File: config.mk
export PLATFORM = sky130hd
export DESIGN_NAME = fpga_cfg_loader
export DESIGN_NICKNAME = d
export VERILOG_FILES = /design/src/rtl/fpga_cfg_loader.sv
export SDC_FILE = /design/constraint.sdc
export NUM_CORES = 1
export LEC_CHECK = 0
export CAP_MARGIN = 20
export CORE_ASPECT_RATIO = 2
export CORE_MARGIN = 2
export CORE_UTILIZATION = 35
export DETAILED_ROUTE_END_ITERATION = 16
export GPL_TIMING_DRIVEN = 0
export PLACE_DENSITY = 0.62
export SLEW_MARGIN = 10
export SYNTH_ARGS = -nofsm -noshare
export SYNTH_HDL_FRONTEND = slang
export SYNTH_SLANG_ARGS = --single-unit
File: constraint.sdc
create_clock -name clk -period 2.69 [get_ports clk]
set_clock_uncertainty 0.2 [all_clocks]
set_input_delay 0.538 -clock clk [delete_from_list [all_inputs] [get_ports clk]]
set_output_delay 0.538 -clock clk [all_outputs]
set_load 0.01 [all_outputs]
File: src/rtl/fpga_cfg_loader.sv
// Byte-serial configuration loader: deframes SYNC/id/payload/checksum packets
// from a valid/ready byte stream and commits them to the fabric config buses.
module fpga_cfg_loader (
  input  logic         clk,
  input  logic         reset,
  input  logic [7:0]   s_data,
  input  logic         s_valid,
  output logic         s_ready,
  output logic [143:0] LUT_in,
  output logic [239:0] SB_in,
  output logic [419:0] CB_in,
  output logic [35:0]  sel_direction_BLEout,
  output logic [17:0]  sel_direction,
  output logic [8:0]   BLE_dff_select,
  output logic [3:0]   IO_sel,
  output logic [6:0]   loaded,
  output logic         cfg_done,
  output logic         crc_err,
  output logic         tgt_err
);

  // state   | meaning
  // IDLE    | hunting for SYNC, other bytes dropped
  // TARGET  | next byte is the target id
  // PAYLOAD | shifting payload bytes into shadow
  // CHECK   | next byte is the checksum
  // COMMIT  | one cycle, write bus on match, stall input
  typedef enum logic [2:0] {
    ST_IDLE,
    ST_TARGET,
    ST_PAYLOAD,
    ST_CHECK,
    ST_COMMIT
  } state_t;

  localparam logic [7:0] SYNC = 8'hA5;

  state_t       state_q, state_d;
  logic         ready_en_q;
  logic [6:0]   tgt_q;
  logic [5:0]   cnt_q;
  logic [7:0]   csum_q;
  logic         match_q;
  // Widest target is 420 bits; anything shifted above that is pad only.
  logic [419:0] shadow_q;
  logic         accept;
  logic         id_ok;
  logic [6:0]   loaded_nx;

  function automatic logic [5:0] last_idx(input logic [2:0] id);
    case (id)
      3'd0:    return 6'd17;
      3'd1:    return 6'd29;
      3'd2:    return 6'd52;
      3'd3:    return 6'd4;
      3'd4:    return 6'd2;
      3'd5:    return 6'd1;
      default: return 6'd0;
    endcase
  endfunction

  assign s_ready = ready_en_q & (state_q != ST_COMMIT);
  assign accept  = s_valid & s_ready;
  assign id_ok   = (s_data < 8'd7);

  always_comb begin
    loaded_nx = loaded | (7'd1 << tgt_q);
  end

  always_ff @(posedge clk or negedge reset) begin
    if (!reset) begin
      state_q    <= ST_IDLE;
      ready_en_q <= 1'b0;
    end else begin
      state_q    <= state_d;
      ready_en_q <= 1'b1;
    end
  end

  always_comb begin
    state_d = state_q;
    case (state_q)
      ST_IDLE:    if (accept && s_data == SYNC) state_d = ST_TARGET;
      ST_TARGET:  if (accept) state_d = id_ok ? ST_PAYLOAD : ST_IDLE;
      ST_PAYLOAD: if (accept && cnt_q == 6'd0) state_d = ST_CHECK;
      ST_CHECK:   if (accept) state_d = ST_COMMIT;
      ST_COMMIT:  state_d = ST_IDLE;
      default:    state_d = ST_IDLE;
    endcase
  end

  always_ff @(posedge clk or negedge reset) begin
    if (!reset) begin
      tgt_q                <= '0;
      cnt_q                <= '0;
      csum_q               <= '0;
      match_q              <= 1'b0;
      shadow_q             <= '0;
      LUT_in               <= '0;
      SB_in                <= '0;
      CB_in                <= '0;
      sel_direction_BLEout <= '0;
      sel_direction        <= '0;
      BLE_dff_select       <= '0;
      IO_sel               <= '0;
      loaded               <= '0;
      cfg_done             <= 1'b0;
      crc_err              <= 1'b0;
      tgt_err              <= 1'b0;
    end else begin
      crc_err <= 1'b0;
      tgt_err <= 1'b0;
      case (state_q)
        ST_TARGET: begin
          if (accept) begin
            if (id_ok) begin
              tgt_q    <= s_data[6:0];
              cnt_q    <= last_idx(s_data[2:0]);
              csum_q   <= s_data;
              shadow_q <= '0;
            end else begin
              tgt_err <= 1'b1;
            end
          end
        end
        ST_PAYLOAD: begin
          if (accept) begin
            shadow_q <= {shadow_q[411:0], s_data};
            csum_q   <= csum_q ^ s_data;
            cnt_q    <= cnt_q - 6'd1;
          end
        end
        ST_CHECK: begin
          if (accept) match_q <= (csum_q == s_data);
        end
        ST_COMMIT: begin
          if (match_q) begin
            case (tgt_q)
              7'd0:    LUT_in               <= shadow_q[143:0];
              7'd1:    SB_in                <= shadow_q[239:0];
              7'd2:    CB_in                <= shadow_q[419:0];
              7'd3:    sel_direction_BLEout <= shadow_q[35:0];
              7'd4:    sel_direction        <= shadow_q[17:0];
              7'd5:    BLE_dff_select       <= shadow_q[8:0];
              7'd6:    IO_sel               <= shadow_q[3:0];
              default: ;
            endcase
            loaded   <= loaded_nx;
            cfg_done <= &loaded_nx;
          end else begin
            crc_err <= 1'b1;
          end
        end
        default: ;
      endcase
    end
  end

endmodule

run_1/met2.png
Cells faint in the background.
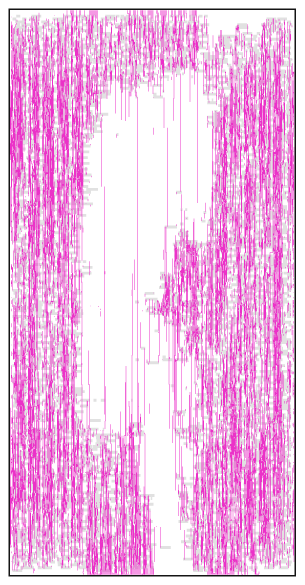
The layer carries 89.1 mm of wire. 4222 nets have wire on it. The wires run mostly vertical. The longest straight run is 314 um.

run_1/clock_map.png
The bar under the picture is 100 um long.
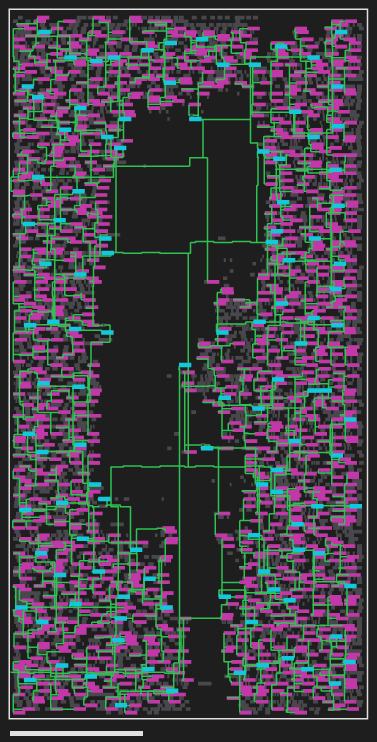
clock wires: marked green, length 16500 um. cells driving clock nets: marked cyan, count 114. flip-flops: marked magenta, count 1327.
Position of the flops: widely spread. There are 115 routed clock nets.

run_1/met3.png
The bar under the picture is 100 um long. Cells faint in the background.
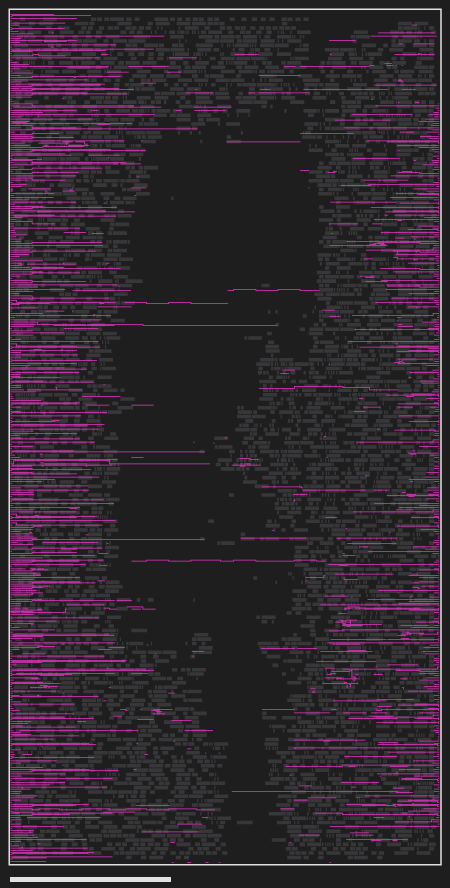
The wires run mostly horizontal. 907 nets have wire on it. The layer holds 11% of the routed length.

==> reports/metrics.csv, run 1 <==
metric;value;unit
drt-met1-wl;61900;um
comb-power;0.00298;W
p_switching;0.0116;W
most_common_cell;dfrtp_1;
pg_seq;0.0224;W
syn2layout_area_growth;32.8;%
core;138000;sq um
antenna_found_initial;8;
cts_htree_levels;3;
gp_congestion;0.927;
wl_met3;19100;um
regArea;33200;sq um
wl;180000;um
clk_latency;720;ps
path_depth;5;
hold_ws;-363;ps
top_area_cell;dfrtp_1;
synthAdderAreaFrac;0.000513;
fp_util;0.353;
comb_power_share;0.069;
path_buffers;1;
intPower;0.0318;W
end_kind;flip-flop;
sequential_cell_total;1327;
drv_slew;0;
io_pins;893;
synthCells;3853;
buffers;1168;
path_cells;or4_4, nor2_4, nand2_2, clkdlybuf4s15_2, mux2_2;
critPathLaunchType;flip-flop;
drv_cap;0;
nClkBuffers;161;
grt_usage;0.250;
xor_share;0.00144;
grt_first_pass_wirelength;257000;um
r2r_cells;5;
syn_area_per_cell;12.7;sq um
die_h;532;um
p_clk;0.0180;W
violations;negative hold slack, negative setup slack;
finalHoldViolCount;139;
ff_type;dfrtp_1;
cpPeakStageDelay;590;ps
crit_family;simple AND/OR/NAND/NOR gates;
cts.root.buffer_cell;clkbuf_16;
grt_pass1_vias;35513;
first_pass_iters;5;
ys_seq_share;0.681;
fin_crit_sh;1.02;
pwr_density_cell;670;nW/um^2
max_freq;0.363;GHz
simple_gate_share;0.108;
warning_count;44;
route.met2.wl;89100;um
swShare;0.267;
place_ws;-1260;ps
comb_area_frac;0.223;
peakVddDrop;0.598;mV
port_buffers;892;
critPathSlowestCell;or4_4;
wire_per_inst;26.3;um
via_count;34194;
dp_hpwl;135000;um
die_w;268;um
seq_power_share;0.517;
r2r-start;tgt_q[5];
tapCellCount;1852;
inverters_excl_clock;4;
ys_sh_mux;0.105;
cts_made_buffers;114;
drc;0;
crit_type;reg2reg;
async_reset_ff_frac;1.00;
drive_above_1_share;0.152;
arrival;3150;ps
cp-endpoint;sel_direction[14];
viasPerCell;5.00;
dr.first_iter.drc_count;2105;
area_leaders;dfrtp_1, nand2_1, mux2_2, a22o_1, mux2_1;
hold_class;in2async;
period_needed;2750;ps
ys_cells;3853;
rrSetupSlack;-60;ps
worstMarginPinSlew;897;ps
stdcell_area;64800;sq um
grt_max_degree;161;
seqAreaFraction;0.512;
netlist_top_cells_count;dfrtp_1, nand2_1, a22o_1;
nets;4903;
netlist_area;48800;sq um
ys_ff;1327;
post-route-util;0.468;
num_rows;193;
highest_layer;met5;
diodes;7;
cts_tree;built;
buffer_area_frac;0.165;
cts_sinks;1327;
clk_share;0.0624;
rsz0062_at_grt;yes;
fill_cells;12555;
aoi_share;0.0815;
power-top-group;registers;
layout.cells.non_filler;6840;
dominant_cells;flip-flops and latches;
logic_gate_count;2275;
setup_viol;20;
logic_area;14500;sq um
placed_cell_area;60400;sq um
dieArea;143000;sq um
finalSetupTns;-878;ps
synthDistinctLibCells;51;
ys_warn_count;0;
leakage;32.7;nW
top_area_frac;0.681;
status;finished with violations;
slew_headroom;0.402;
fp_nets;3866;
cp_max_fo;10;
largestRegisters;CB_in (420), shadow_q (420), SB_in (240);
cp.required;3080;ps
edf_count;0;
power.total;0.0434;W
ant_nets;0;
finalWorstSetupSlack;-64.3;ps
clkSlewWorstSetupHoldPaths;70;ps
clkPwrFrac;0.414;
dpl.cell_count;6610;
top_logic_kind;simple AND/OR/NAND/NOR gates;
grt_overflow;0;
worstReg2RegEnd;sel_direction[14];
cp-startpoint;tgt_q[5];
yosys_area;48800;sq um
clockBufferDepth;3;
run 1: layer usage:
layer	vias to the layer above	global-route usage
met4	2	0.130
met5	-	0
met3	312	0.103
met1	17394	0.261
li1	15146	-
met2	1340	0.427
run 1: what timing repair did:
| action | in CTS | in global routing |
|---|---|---|
| buffers inserted | 10 | 1 |
| gates cloned | 4 | 2 |
| gates resized | 55 | 51 |
| endpoints found under the setup margin | 1531 | 723 |
| pin swaps | 5 | 1 |
| endpoints found under the hold margin | 139 | 139 |
run 1: cell usage in the layout, fill, tap and decap left out, types with 20 or more instances in the layout:
master	count
clkbuf_8	24
clkbuf_2	35
a22o_1	420
clkbuf_16	119
clkbuf_1	61
mux2_1	124
nand2_1	1274
clkdlybuf4s50_1	884
buf_2	138
mux2_2	329
clkinv_2	20
dfrtp_1	1323
run_1/metal_stack.png
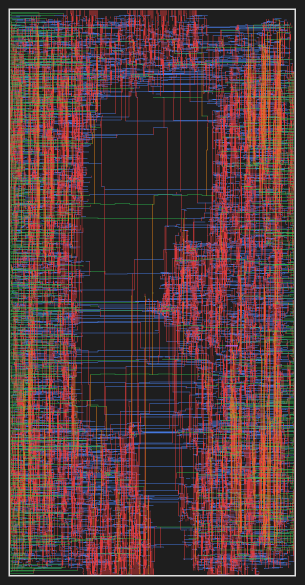

==> inputs of run 2 (changes only) <==
REMOVE_ABC_BUFFERS = 1   (was default)
SLEW_MARGIN = default   (was 10)
run_2/metal_stack.png
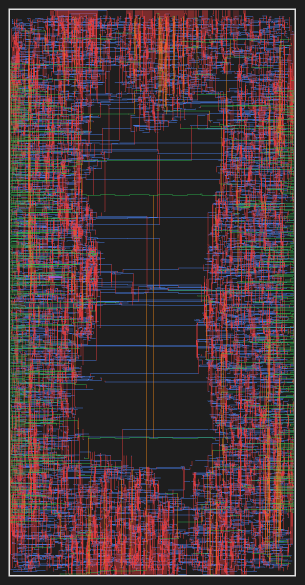
met4: marked orange, wire length 5310 um. met1: marked blue, wire length 57.2 mm. met2: marked red, wire length 70.4 mm. met3: marked green, wire length 13400 um. met5: marked purple, wire length 11.0 um.

==> reports/metrics.csv, run 2 <==
metric;value;unit;change
post-route-util;0.476;;+0.00776
synthCells;3853;;unchanged
stdcell_area;65900;sq um;+1.7%
dpl.cell_count;6462;;-2.2%
power.total;0.0427;W;-1.6%
r2r-start;tgt_q[5];;
highest_layer;met5;;
cts.root.buffer_cell;clkbuf_16;;
via_count;33308;;-2.6%
drc;0;;unchanged
yosys_area;48800;sq um;unchanged
syn2layout_area_growth;35.0;%;
setup_viol;0;;-100%
clkSlewWorstSetupHoldPaths;70;ps;about the same
cts_htree_levels;3;;unchanged
end_kind;flip-flop;;
grt_first_pass_wirelength;220000;um;-14%
worstMarginPinSlew;961;ps;+64.8 ps
gp_congestion;0.794;;-14%
ys_seq_share;0.681;;unchanged
hold_ws;-395;ps;-31.6 ps
pwr_density_cell;648;nW/um^2;-3.2%
port_buffers;892;;unchanged
regArea;33200;sq um;about the same
r2r_cells;10;;+5
ys_ff;1327;;unchanged
finalSetupTns;0;ps;+878 ps
ys_cells;3853;;unchanged
edf_count;0;;unchanged
die_w;268;um;unchanged
arrival;3130;ps;-20 ps
fill_cells;12372;;-1.5%
top_area_frac;0.681;;unchanged
clockBufferDepth;3;;unchanged
grt_overflow;0;;unchanged
first_pass_iters;5;;unchanged
grt_usage;0.199;;-0.0514
wl;146000;um;-19%
slew_headroom;0.358;;-0.0439
die_h;532;um;unchanged
crit_type;in2reg;;
ys_sh_mux;0.105;;unchanged
use_met1;0.237;;-0.0236
drv_slew;0;;unchanged
finalWorstSetupSlack;15.8;ps;+80.0 ps
grt_max_degree;173;;+7.5%
async_reset_ff_frac;1.00;;unchanged
rrSetupSlack;40;ps;+100 ps
leakage;32.9;nW;+0.70%
cts_resized;41;;-25%
ys_warn_count;0;;unchanged
core;138000;sq um;unchanged
cts_sinks;1327;;unchanged
drive_above_1_share;0.146;;-0.00600
wl_met3;13400;um;-30%
top_area_cell;dfrtp_1;;
max_freq;0.374;GHz;+3.0%
fin_crit_sh;0.994;;-0.0298
clk_latency;720;ps;about the same
cts_tree;built;;
dp_hpwl;97300;um;-28%
grt_util_met3;0.0711;;-0.0321
cts_made_buffers;116;;+1.8%
synthAdderAreaFrac;0.000513;;unchanged
place_ws;-2050;ps;-792 ps
aoi_share;0.0815;;unchanged
cp-startpoint;s_data[2];;
area_leaders;dfrtp_1, nand2_1, mux2_2, a22o_1, mux2_1;;
layout_top_cell;dfrtp_1;;
ff_type;dfrtp_1;;
worstReg2RegEnd;SB_in[81];;
grt.busiest_layer;met2;;
num_rows;193;;unchanged
netlist_top_cells_count;dfrtp_1, nand2_1, a22o_1;;
placed_cell_area;61100;sq um;+1.3%
warning_count;49;;+11%
drv_cap;0;;unchanged
hold_class;in2async;;
viasPerCell;4.95;;-0.93%
netlist_area;48800;sq um;unchanged
route.met2.wl;70400;um;-21%
peakVddDrop;0.611;mV;+2.2%
cp.required;3150;ps;+70 ps
cp_max_fo;36;;+26
use_met2;0.329;;-0.0980
wire_per_inst;21.8;um;-17%
io_pins;893;;unchanged
syn_area_per_cell;12.7;sq um;unchanged
largestRegisters;CB_in (420), shadow_q (420), SB_in (240);;
layout.cells.non_filler;6725;;-1.7%
antenna_found_initial;3;;-5
period_needed;2670;ps;-80.0 ps
fp_util;0.353;;unchanged
violations;negative hold slack;;
nets;4789;;-2.3%
simple_gate_share;0.108;;unchanged
cp-endpoint;shadow_q[338];;
finalHoldViolCount;114;;-18%
most_common_cell;dfrtp_1;;
dieArea;143000;sq um;unchanged
layout_top_cells;dfrtp_1, nand2_1, clkdlybuf4s50_1;;
postCtsSetupBuffers;27;;+17
top_logic_kind;simple AND/OR/NAND/NOR gates;;
critPathLaunchType;input pin;;
grt_pass1_vias;34468;;-2.9%
dr.first_iter.drc_count;1949;;-7.4%
logic_area;14600;sq um;+0.72%
ant_nets;0;;unchanged
synthDistinctLibCells;51;;unchanged
status;finished with violations;;
xor_share;0.00144;;unchanged
drt-met1-wl;57200;um;-7.6%
-- run 2: cell counts after synthesis --
Identical to the previous run, type by type.
-- run 2: where the power goes --
group          switching [W]  internal, W
registers            0.00135       0.0206
clock network        0.00794      0.00991
logic                0.00172      0.00117
-- run 2: area by class of cell --
| cell class | instances | area share |
|---|---|---|
| multi-input cells | 2279 | 0.221 |
| inverters | 4 | 0.000228 |
| clock inverters | 57 | 0.0114 |
| clock buffers | 156 | 0.0499 |
| repair buffers | 1048 | 0.178 |
| well taps | 1852 | 0.0352 |
| diodes | 2 | 0.0000760 |
| flip-flops and latches | 1327 | 0.504 |
-- run 2: critical path, stage by stage --
cell and delay [ps]:
dlygate4sd2_1 670, a311oi_2 250, and4_4 350, nor2_4 170, buf_12 240, buf_16 240, buf_12 210, buf_12 210
a22o_1 160
No activity file was given, so power comes from the tool's default toggle rates.
